placement.png
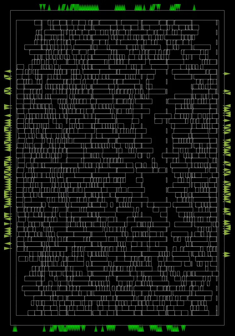
layer_met2.png
Scale bar: 20 µm.
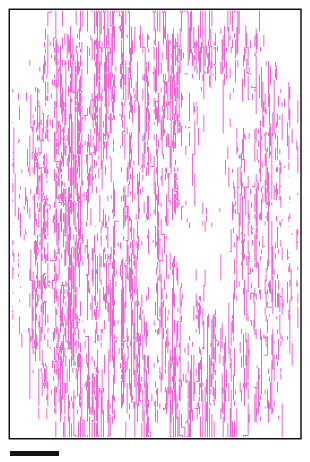
==> config.mk <==
export PLATFORM = sky130hd
export DESIGN_NAME = mips_fetch
export DESIGN_NICKNAME = d
export VERILOG_FILES = /design/src/rtl/mips_fetch.sv
export SDC_FILE = /design/constraint.sdc
export NUM_CORES = 1
export LEC_CHECK = 0
export ABC_AREA = 1
export ABC_CLOCK_PERIOD_IN_PS = 10610
export CAP_MARGIN = 20
export CORE_ASPECT_RATIO = 1.5
export CORE_MARGIN = 3
export CORE_UTILIZATION = 51
export CTS_CLUSTER_DIAMETER = 150
export DETAILED_ROUTE_END_ITERATION = 8
export PLACE_DENSITY = 0.8
export SLEW_MARGIN = 0
export SYNTH_ARGS = -nofsm -noshare
export SYNTH_HDL_FRONTEND = slang
export SYNTH_SLANG_ARGS = --single-unit
export TNS_END_PERCENT = 5
==> constraint.sdc <==
create_clock -name clk -period 10.61 [get_ports clk]
set_input_delay 1.5915 -clock clk [delete_from_list [all_inputs] [get_ports clk]]
set_output_delay 1.5915 -clock clk [all_outputs]
set_load 0.005 [all_outputs]
==> flow_metrics.tcl <==
# place-and-route summary
set metrics [dict create \
    status "completed" \
    dp_hpwl_um 15600 \
    seqCellArea_um2 4910 \
    die_x_um 118 \
    slew_viol_final 0 \
    ys_cells 1210 \
    ff2ff_path_depth 7 \
    grt_pass1_wl_um 39300 \
    grt.overflow.total 0 \
    row_count 60 \
    async_reset_ff_frac 1.00 \
    drc 0 \
    tightest_slew_ns 1.02 \
    yosysTopAreaCell "dfrtp_1" \
    routabilityCongestion 0.843 \
    place_inst 1595 \
    grtUsageTotal 0.234 \
    ant_nets 0 \
    ys_types 32 \
    clk_path_buf_depth 2 \
    avgSynthCellArea_um2 7.94 \
    root_buffer "clkbuf_16" \
    post-route-min-period_ns 6.28 \
    design_area_um2 12200 \
    chipArea_um2 20500 \
    rsz0062_at_grt "no" \
    yosys_warnings 0 \
    viasPerCell 5.09 \
    worstPathCellList "clkdlybuf4s50_1 > buf_4 > o21ai_1 > nand3_4 > buf_4 > nor2_1 > a21oi_1 > clkdlybuf4s50_1" \
    hold_buffers 0 \
    logic_area_um2 3880 \
    synth_chip_area_um2 9600 \
    skew_ns 0.0135 \
    timing.final.crit_share 0.592 \
    syn_area_um2 9600 \
    cts_made_buffers 17 \
    drt_iter0_drc 649 \
]
Back to the opening pictures, placement.png:
Fill cells: 1,566
sequential portion of the cell area: 0.402
Well-Tap Cells: 248

Back to the opening pictures, layer_met2.png:
share of all routed wire: 50%
main direction: vertical
wire length on this layer: 11,600 µm
longest straight run: 53.4 µm
vias post-DR: 8,290
met2 usage: 0.392
final WL: 23,300 µm

logic make-up after synthesis:
family / synth area share
AND-OR/OR-AND: 0.137
XOR/XNOR: 0.00547
adder cells (fa/ha/maj): 0.00391
buffers and inverters: 0.0867
flip-flops: 0.511
other: 0.000391
AND/OR/NAND/NOR: 0.256
power by group through the flow:
stage	logic [mW]	registers, mW	clock network [mW]
floorplan	0.603	1.17	0
finish	1.14	1.20	0.649
global placement	1.12	1.20	0
detailed placement	1.14	1.21	0
global route	1.28	1.24	0.692
CTS	1.15	1.20	0.663
critical path, delay by kind of cell:
kind            cells  cell delay (ns)
buf+inv             4             2.07
compound gates      2             0.49
simple gates        2             0.47
per-stage QoR:
step	hold WS, ns	util
floorplan	0.448	-
global placement	0.464	0.633
detailed placement	0.467	0.634
CTS	0.486	0.667
global route	0.501	0.668
finish	0.483	0.668
placed cells by master, fill, tap and decap left out, types with 3 or more instances in the layout:
master             n
inv_2              4
inv_1            117
o21ai_2           55
clkdlybuf4s50_1  194
dfrtp_1          195
inv_8              6
xor2_1             5
nor2_1            54
ha_1               3
o211ai_1           6
nand3_1           59
clkbuf_16         17
inv_6              5
nor2_2            13
o21ai_1           18
buf_4              6
nor3_1             4
nand3b_1          10
nand4_1            7
o21bai_1           4
o21ai_0           97
a21oi_1           30
nand2_1          450
layout make-up:
class	instances	area share
well taps	248	0.0255
multi-input cells	828	0.318
clock buffers	18	0.0352
inverters	122	0.0382
clock inverters	14	0.0131
flip-flops and latches	196	0.402
repair buffers	202	0.167
metal layers:
metal / part of all wire / vias up
met4: 0.035 / 0
li1: - / 4126
met5: 0 / -
met1: 0.42 / 3892
met2: 0.50 / 233
met3: 0.044 / 39
No activity file was given, so power comes from the tool's default toggle rates.
